File: config.mk
export PLATFORM = sky130hd
export DESIGN_NAME = alu_mul_seq
export DESIGN_NICKNAME = d
export VERILOG_FILES = /design/src/rtl/alu_pkg.sv /design/src/rtl/alu_mul_seq.sv
export SDC_FILE = /design/constraint.sdc
export NUM_CORES = 1
export LEC_CHECK = 0
export ABC_AREA = 1
export CAP_MARGIN = 20
export CORE_UTILIZATION = 35
export CTS_BUF_LIST = sky130_fd_sc_hd__clkbuf_8
export DETAILED_ROUTE_END_ITERATION = 12
export PLACE_DENSITY = 0.81
export SYNTH_ARGS = -nofsm -noshare
export SYNTH_HDL_FRONTEND = slang
export SYNTH_SLANG_ARGS = --single-unit
File: constraint.sdc
create_clock -name CLK -period 2.5 [get_ports CLK]
set_clock_uncertainty 0.15 [all_clocks]
set_input_delay 0.75 -clock CLK [delete_from_list [all_inputs] [get_ports CLK]]
set_output_delay 0.75 -clock CLK [all_outputs]
set_load 0.02 [all_outputs]
File: src/rtl/alu_pkg.sv
// Shared ALU definitions: opcodes, flag bit positions and the multiply sequencer states.
package alu_pkg;

  localparam logic [3:0] ADD = 4'b0000;
  localparam logic [3:0] SUB = 4'b0001;
  localparam logic [3:0] IDT = 4'b1100;
  localparam logic [3:0] NON = 4'b1111;

  localparam int unsigned FLAG_S = 3;
  localparam int unsigned FLAG_Z = 2;
  localparam int unsigned FLAG_C = 1;
  localparam int unsigned FLAG_V = 0;

  typedef enum logic [1:0] {
    IDLE = 2'd0,
    RUN  = 2'd1,
    FIN  = 2'd2
  } mul_state_e;

endpackage

File: src/rtl/alu_mul_seq.sv
// 16x16->32 unsigned shift-and-add multiplier that borrows the shared ALU for each add
// and hands the ALU to the external requester whenever no multiply is running.
module alu_mul_seq
  import alu_pkg::*;
(
  input  logic        CLK,
  input  logic        RST,
  input  logic        START,
  input  logic [15:0] OPA,
  input  logic [15:0] OPB,
  output logic        BUSY,
  output logic        DONE,
  output logic [15:0] PROD_HI,
  output logic [15:0] PROD_LO,
  output logic [15:0] ALU_A,
  output logic [15:0] ALU_B,
  output logic [3:0]  ALU_S,
  input  logic [15:0] ALU_Y,
  input  logic [3:0]  ALU_F,
  input  logic [15:0] EXT_A,
  input  logic [15:0] EXT_B,
  input  logic [3:0]  EXT_S,
  output logic        EXT_GNT,
  output logic [15:0] EXT_Y,
  output logic [3:0]  EXT_F
);

  localparam int unsigned W  = 16;
  localparam int unsigned CW = 4;

  mul_state_e     state;
  logic [W-1:0]   mcand;
  logic [W-1:0]   acc;
  logic [W-1:0]   mq;
  logic [CW-1:0]  cnt;
  logic           busy_q;
  logic           done_q;
  logic           gnt_q;

  // State, datapath and registered status flags; status bits change together with the state.
  always_ff @(posedge CLK) begin
    if (RST) begin
      state  <= IDLE;
      mcand  <= '0;
      acc    <= '0;
      mq     <= '0;
      cnt    <= '0;
      busy_q <= 1'b0;
      done_q <= 1'b0;
      gnt_q  <= 1'b1;
    end else begin
      done_q <= 1'b0;
      case (state)
        IDLE, FIN: begin
          if (START) begin
            mcand  <= OPA;
            mq     <= OPB;
            acc    <= '0;
            cnt    <= '0;
            state  <= RUN;
            busy_q <= 1'b1;
            gnt_q  <= 1'b0;
          end else begin
            state  <= IDLE;
          end
        end
        RUN: begin
          // 33-bit right shift of {carry, sum, multiplier}: carry lands in acc[15]
          {acc, mq} <= {ALU_F[FLAG_C], ALU_Y, mq[W-1:1]};
          cnt       <= cnt + CW'(1);
          if (cnt == CW'(W - 1)) begin
            state  <= FIN;
            done_q <= 1'b1;
            busy_q <= 1'b0;
            gnt_q  <= 1'b1;
          end
        end
        default: begin
          state  <= IDLE;
          busy_q <= 1'b0;
          gnt_q  <= 1'b1;
        end
      endcase
    end
  end

  // ALU ownership mux: external requester whenever the sequencer is not iterating.
  always_comb begin
    ALU_A = EXT_A;
    ALU_B = EXT_B;
    ALU_S = EXT_S;
    if (!gnt_q) begin
      ALU_A = acc;
      ALU_B = mq[0] ? mcand : '0;
      ALU_S = ADD;
    end
  end

  assign BUSY    = busy_q;
  assign DONE    = done_q;
  assign EXT_GNT = gnt_q;
  assign PROD_HI = acc;
  assign PROD_LO = mq;
  assign EXT_Y   = ALU_Y;
  assign EXT_F   = ALU_F;

endmodule

Run 1, the metal 1 layer:
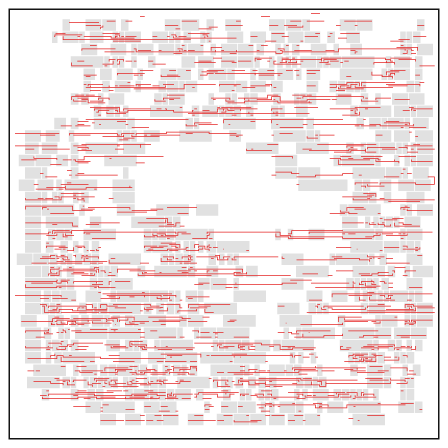
wire length on this layer = 3,750 µm
longest straight run = 30.8 µm
main direction = horizontal
nets with wire on the layer = 590
met1 GRT Util: 0.213
routed vias: 3,387
drt total wl: 8.86 mm

Run 1, the metal 2 layer:
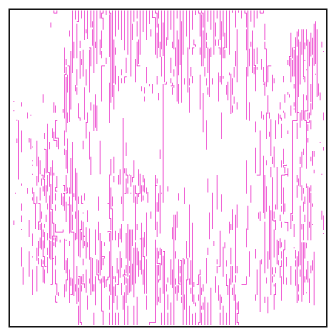
main direction = vertical
longest straight run = 35.4 µm
M2 GR Usage: 0.371

Run 1, the metal 3 layer:
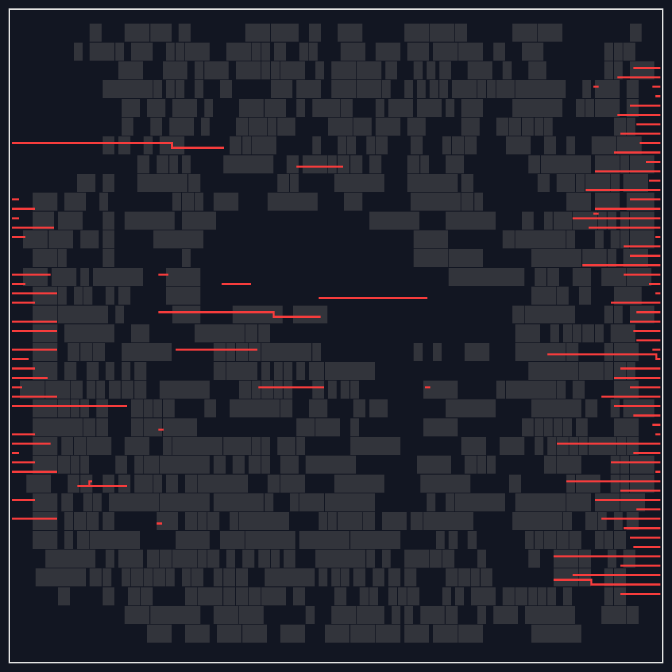
longest straight run = 23.0 µm
share of all routed wire = 6.2%
main direction = horizontal
nets with wire on the layer = 88
M3 GR Usage: 0.0346

==> results.json, run 1 <==
{
  "top_cell": "nand2_1",
  "numCtsBuffers": 9,
  "crit_family": "buffers and inverters",
  "nFillCells": 777,
  "die_area_mm2": 0.00891,
  "dp_hpwl_mm": 6.31,
  "clkSlewWorstSetupHoldPaths_ns": 0.06,
  "min_path_type": "register to register",
  "setup_tns_ns": 0,
  "avgSynthCellArea_um2": 6.69,
  "cp-start-kind": "input pin",
  "syn_area_mm2": 0.00299,
  "crit_buf_inv": 2,
  "crit_required_ns": 1.60,
  "async_reset_ff_frac": 0,
  "synth.distinct_cells": 24,
  "fin_crit_ns": 2.48,
  "slew_viol_final": 0,
  "whs_ns": 0.334,
  "dr.pass1.iters": 4,
  "top_area_frac": 0.382,
  "ant_nets": 0,
  "worst_pin_slew_ns": 0.510,
  "status": "completed",
  "synthCells": 447,
  "warning_count": 26,
  "path_cells": "clkdlybuf4s50_1 > dlygate4sd2_1",
  "layout-drive-gt1-share": 0.138,
  "antennaDiodeCount": 0,
  "setup_viol": 0,
  "grt_pass1_vias": 3053,
  "die_y_um": 94.4,
  "finalHoldViolCount": 0,
  "synth_top_cell_by_area": "dfxtp_1"
}
-- run 1: metrics by stage --
step	instance area [µm²]	total power, W
floorplan	2990	0.00145
global placement	4730	0.00181
detailed placement	4730	0.00183
CTS	4920	0.00268
global route	4780	0.00276
finish	4780	0.00262
-- run 1: area by class of cell --
cell class,count,share of cell area
inverters,27,0.0222
repair buffers,200,0.379
clock buffers,12,0.0345
multi-input cells,310,0.289
well taps,105,0.0275
flip-flops and latches,57,0.239
clock inverters,4,0.00890
-- run 1: repair_timing --
action	CTS	global route
endpoints found under the setup margin	53	34
resized	127	34
setup buffers	0	0
gates cloned	0	0
hold buffers	0	0
-- run 1: routing by layer --
layer  track usage  share of wire
met1         0.213           0.42
met2         0.371           0.50
met3        0.0346          0.062
met4        0.0628          0.013
met5             0              0
-- run 1: worst paths after layout --
path                            endpoint      from  depth (start not counted)  slack, ns
worst max-delay path            EXT_Y[5]  ALU_Y[5]                          2       0.02
worst min-delay path              cnt[0]    cnt[0]                          1       0.33
worst max register to register   EXT_GNT  state[0]                          5       0.68
worst min register to register    cnt[0]    cnt[0]                          1       0.33
-- run 1: registers in the layout, indices dropped and copies added, names as in the netlist --
register,flops
BUSY,1
mcand,16
cnt,4
PROD_HI,16
EXT_GNT,1
DONE,1
state,2
PROD_LO,16
-- run 1: logic make-up (layout without fill, tap and decap cells) --
logic type               count (synthesis)  count (layout)  share of synthesized area
AND/OR/NAND/NOR                        255             255                      0.367
buffers and inverters                   80             243                      0.156
flip-flops                              57              57                      0.382
AND-OR/OR-AND                           54              54                     0.0913
adder cells (fa/ha/maj)                  1               1                    0.00419
-- run 1: cells in the final DEF (no fill, tap or decap), drive strengths merged --
cell type	Yosys	layout
nand2	133	133
clkdlybuf4s50	0	121
a21oi	18	18
bufinv	0	1
dlygate4sd2	0	9
o211ai	1	1
dlymetal6s2s	0	1
dfxtp	57	57
nand3	81	81
clkbuf	7	15
clkinv	0	1
o21ai	35	35
buf	46	52
clkdlybuf4s15	0	14
nor3	2	2
nor2	39	39
inv	27	29
ha	1	1
-- run 1: where the power goes --
group          internal (W)  switching, W  leakage, nW
Clock              0.000533      0.000342        0.115
Sequential         0.000970     0.0000464        0.469
Combinational      0.000344      0.000387         1.57
Total               0.00185      0.000776         2.16
Run 1, register map, names as in the netlist:
Scale bar: 20 µm. Other sequential cells in the stronger gray, the rest of the logic in the fainter gray.
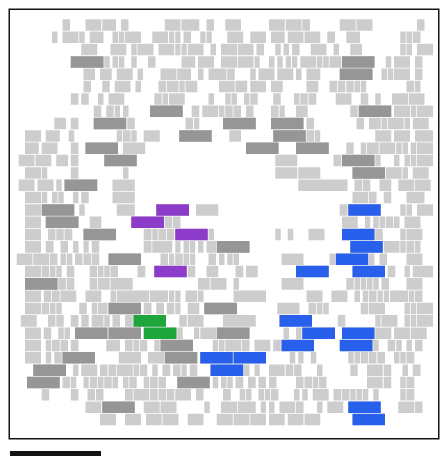

## Run 2: what changed since run 1
clock period = 2.3 ns   (was 2.5 ns; I/O delays follow)
Run 2, register map, names as in the netlist:
Scale bar: 20 µm. Other sequential cells in the stronger gray, the rest of the logic in the fainter gray.
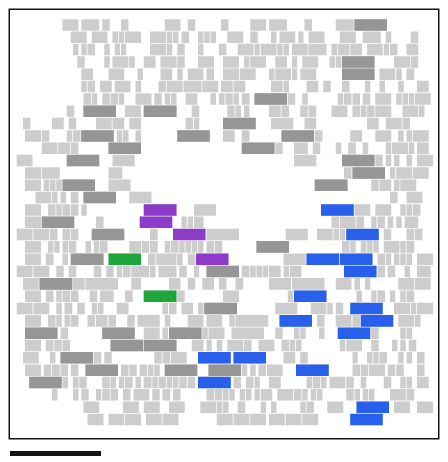
purple -> cnt  # sequential cells 4, where middle
green -> state  # sequential cells 2
blue -> mcand  # sequential cells 16
Reg area: 0.00114 mm²
Post-Route Utilization: 0.577

Run 2, the metal 2 layer:
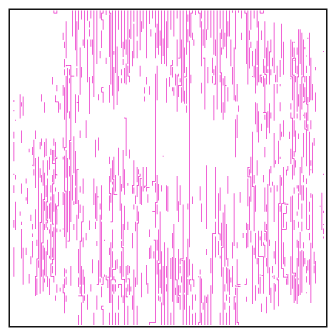
nets with wire on the layer = 566
wire length on this layer = 4,800 µm
longest straight run = 61.5 µm
M2 GR Usage: 0.388
drt total wl: 9.20 mm
routed vias: 3,414

==> run 2 against run 1 <==
Via count rose by 0.80%. Largest power group unchanged. Routed wire length rose by 3.8%. Worst hold slack improved by 0.0052 ns. Global-route usage rose by 1.1 points. Setup slack got worse by 0.0086 ns. Core utilization fell by 0.17 points.
==> results.json, run 2 <==
{
  "min_from": "mcand[3]",
  "ff2ff_path_depth": 3,
  "die_y_um": 94.4,
  "crit_required_ns": 1.46,
  "status": "completed",
  "r2r_slack_ns": 0.68,
  "warning_count": 26,
  "min_to": "mcand[3]",
  "synth.distinct_cells": 24,
  "synth_top_cell_by_area": "dfxtp_1",
  "fin_crit_ns": 2.29,
  "top_area_frac": 0.382,
  "min_path_type": "register to register",
  "ant_nets": 0,
  "timing.rr.start": "state[0]",
  "nFillCells": 809,
  "worst_pin_slew_ns": 0.433,
  "setup_viol": 0,
  "slew_viol_final": 0,
  "crit_buf_inv": 2,
  "layout-drive-gt1-share": 0.173,
  "syn_area_mm2": 0.00299,
  "die_area_mm2": 0.00891,
  "grt_pass1_vias": 3259,
  "cp-start-kind": "input pin",
  "dp_hpwl_mm": 6.67,
  "avgSynthCellArea_um2": 6.69,
  "finalHoldViolCount": 0,
  "async_reset_ff_frac": 0,
  "layout_top_cell": "nand2_1",
  "numCtsBuffers": 9,
  "final_cell_mix": "nand2_1 (130), clkdlybuf4s50_1 (120), nand3_1 (81), dfxtp_1 (57), nor2_1 (37)",
  "use_met1": 0.236,
  "top_cell": "nand2_1"
}
## run 2: report_power, final
part | switching, W | internal [W]
logic | 0.000426 | 0.000385
clock network | 0.000423 | 0.000453
registers | 0.0000511 | 0.00105
total | 0.000900 | 0.00189
## run 2: logic make-up after synthesis
group,Yosys count,synth area share
compound gates,54,0.0913
fa+ha+maj,1,0.00419
buf+inv,80,0.156
flops,57,0.382
simple gates,255,0.367
## run 2: cell type report
type                    count  area (µm²)  area share
clock buffers              11         151      0.0318
clock inverters             5        40.0     0.00840
inverters                  27         106      0.0223
multi-input cells         310        1380       0.290
flip-flops and latches     57        1140       0.239
well taps                 105         131      0.0276
repair buffers            203        1820       0.381
## run 2: layer usage
metal,routed length [µm],part of all wire
met1,3780,0.41
met3,566,0.062
met5,0,0
met2,4800,0.52
met4,53,0.0058
## run 2: how the worst max path moves through the flow
| stage | endpoint | slack (ns) | cells after the start | startpoint |
|---|---|---|---|---|
| after floorplan | ALU_A[0] | 0.32 | 4 | EXT_GNT |
| after global placement | ALU_A[0] | -0.43 | 4 | EXT_A[0] |
| after detailed placement | ALU_A[12] | -0.43 | 4 | EXT_A[12] |
| after CTS | EXT_F[1] | 0.0004 | 2 | ALU_F[1] |
| after global routing | EXT_Y[7] | 0.001 | 2 | ALU_Y[7] |
| final | EXT_Y[5] | 0.01 | 2 | ALU_Y[5] |
## run 2: stage by stage
step | TNS, ns | std cells | cell area, µm² | hold WS, ns | power (W)
floorplan | 0 | 447 | 2990 | 0.297 | 0.00157
global placement | -19.53 | 702 | 4770 | 0.310 | 0.00198
detailed placement | -19.90 | 702 | 4770 | 0.326 | 0.00200
CTS | 0 | 718 | 4800 | 0.342 | 0.00282
global route | 0 | 718 | 4770 | 0.364 | 0.00295
finish | 0 | 718 | 4770 | 0.339 | 0.00279
## run 2: what timing repair did
action,CTS,global route
endpoints found under the setup margin,55,20
resized,198,20
pin swaps,0,0
hold buffers,0,0
Run 2, routing congestion map:
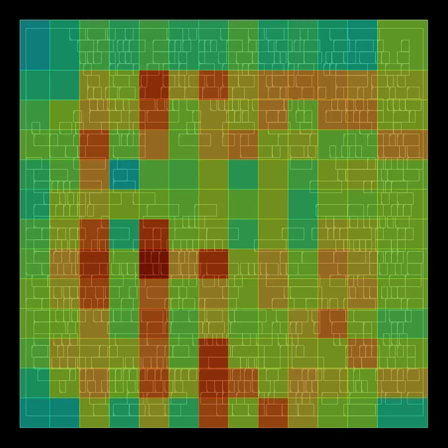

## Run 3: what changed since run 2
CORE_UTILIZATION = 39   (was 35)
GPL_ROUTABILITY_DRIVEN = 0   (was not set)
PLACE_DENSITY = 0.89   (was 0.81)
clock period = 2.2 ns   (was 2.3 ns; I/O delays follow)
Run 3, routing congestion map:
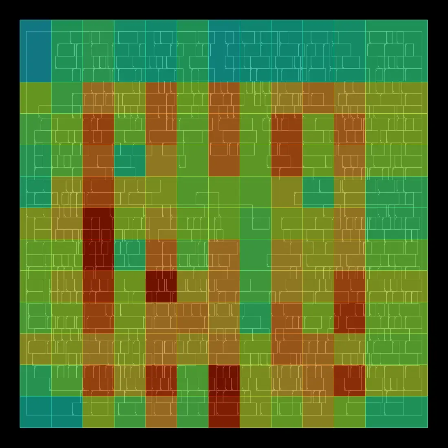
total track usage: 0.220
met1 GRT Util: 0.246
GR peak layer: met2

==> run 3 against run 2 <==
Synthesized area unchanged. Sequential share of layout area is 0.92 points lower. Via count is 0.50% higher. Routed wire length grew 0.79%. Clock power increased by about 20%.
==> results.json, run 3 <==
{
  "layout_top_cell": "nand2_1",
  "critPathArrivalTime_ns": 1.38,
  "met2_usage": 0.404,
  "finalHoldViolCount": 0,
  "warning_count": 26,
  "core_area_mm2": 0.00733,
  "yosys.stat.seqShare": 0.382,
  "top_area_frac": 0.382,
  "die_y_um": 89.5,
  "utilization": 0.676,
  "clkSlewWorstSetupHoldPaths_ns": 0.06,
  "dr.pass1.iters": 5,
  "min_path_type": "register to register",
  "die_area_mm2": 0.00802,
  "setup_viol": 0,
  "numCtsBuffers": 9,
  "fin_crit_ns": 2.19,
  "fp-row-count": 31,
  "hold_path_depth": 2,
  "ctsHoldBuffers": 0,
  "antennaDiodeCount": 0,
  "cts_setup_buffers": 0,
  "status": "completed",
  "slew_viol_final": 0,
  "final_cell_mix": "nand2_1 (124), clkdlybuf4s50_1 (97), nand3_1 (81), dfxtp_1 (57), nor2_1 (37)",
  "grt_pass1_vias": 3015,
  "syn_area_mm2": 0.00299,
  "cp-start-kind": "input pin",
  "crit_required_ns": 1.39,
  "setup_tns_ns": 0,
  "power_w": 0.00310,
  "final_area_mm2": 0.00496,
  "synth.distinct_cells": 24,
  "dp_hpwl_mm": 6.66,
  "slew_headroom": 0.671,
  "ff2ff_path_depth": 4,
  "avgSynthCellArea_um2": 6.69,
  "layout-drive-gt1-share": 0.180,
  "synthCells": 447,
  "ant_nets": 0,
  "worst_pin_slew_ns": 0.493,
  "top_cell": "nand2_1",
  "async_reset_ff_frac": 0
}
Run 3, the metal 1 layer:
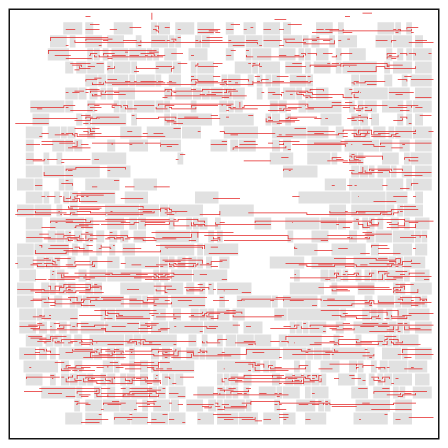
main direction = horizontal
share of all routed wire = 40%
wire length on this layer = 3,750 µm
nets with wire on the layer = 587
longest straight run = 38.2 µm
drt total wl: 9.27 mm
routed vias: 3,431

==> run 3: cell counts after synthesis <==
Identical to the previous run, type by type.
==> run 3: path summary, 6_finish.rpt <==
path                                start  slack [ns]         end
worst min-delay path            mcand[14]        0.34   mcand[14]
worst max register to register   state[0]        0.49  PROD_HI[9]
worst min register to register  mcand[14]        0.34   mcand[14]
worst max-delay path             EXT_B[8]       0.008    ALU_B[8]
==> run 3: repair_timing <==
action	4_1_cts	5_1_grt
setup endpoints to repair	55	35
pin swaps	3	26
resized	241	67
==> run 3: metal layers <==
layer	routed length, µm	vias to the layer above
met1	3750	1581
met4	95	0
met5	0	-
met2	4840	111
met3	580	9
li1	-	1730
==> run 3: where the power goes <==
| part | leakage, nW | switching, W | total (W) | internal [W] |
|---|---|---|---|---|
| clock | 0.110 | 0.000422 | 0.00105 | 0.000627 |
| combinational | 1.83 | 0.000462 | 0.000901 | 0.000440 |
| sequential | 0.469 | 0.0000507 | 0.00115 | 0.00110 |
==> run 3: cell type report <==
type / instances / area (µm²)
sequential: 57 / 1140
timing repair buffer: 201 / 1980
clock buffer: 9 / 124
tap: 99 / 124
fill: 629 / 2370
clock inverter: 7 / 86.3
inverter: 27 / 106
multi-input combinational: 310 / 1400
==> run 3: per-stage QoR <==
stage                     setup WS, ns  hold slack (ns)  std cells
after floorplan                  0.246            0.297        447
after global placement          -0.460            0.311        694
after detailed placement        -0.471            0.325        694
after CTS                     0.000328            0.339        710
after global routing          -0.00748            0.353        710
final                          0.00804            0.338        710
==> run 3: critical path, cell delays in order <==
cell	delay, ns
clkdlybuf4s50_1	0.46
nand2_1	0.05
nand2_1	0.07
buf_4	0.14
==> run 3: logic make-up (layout without fill, tap and decap cells) <==
| kind of cell | Yosys count | after routing | share of synthesized area |
|---|---|---|---|
| and+or+nand+nor | 255 | 255 | 0.367 |
| AOI/OAI and AO/OA | 54 | 54 | 0.0913 |
| DFF | 57 | 57 | 0.382 |
| buffers and inverters | 80 | 244 | 0.156 |
| adders and majority gates | 1 | 1 | 0.00419 |
No activity file was given, so power comes from the tool's default toggle rates.
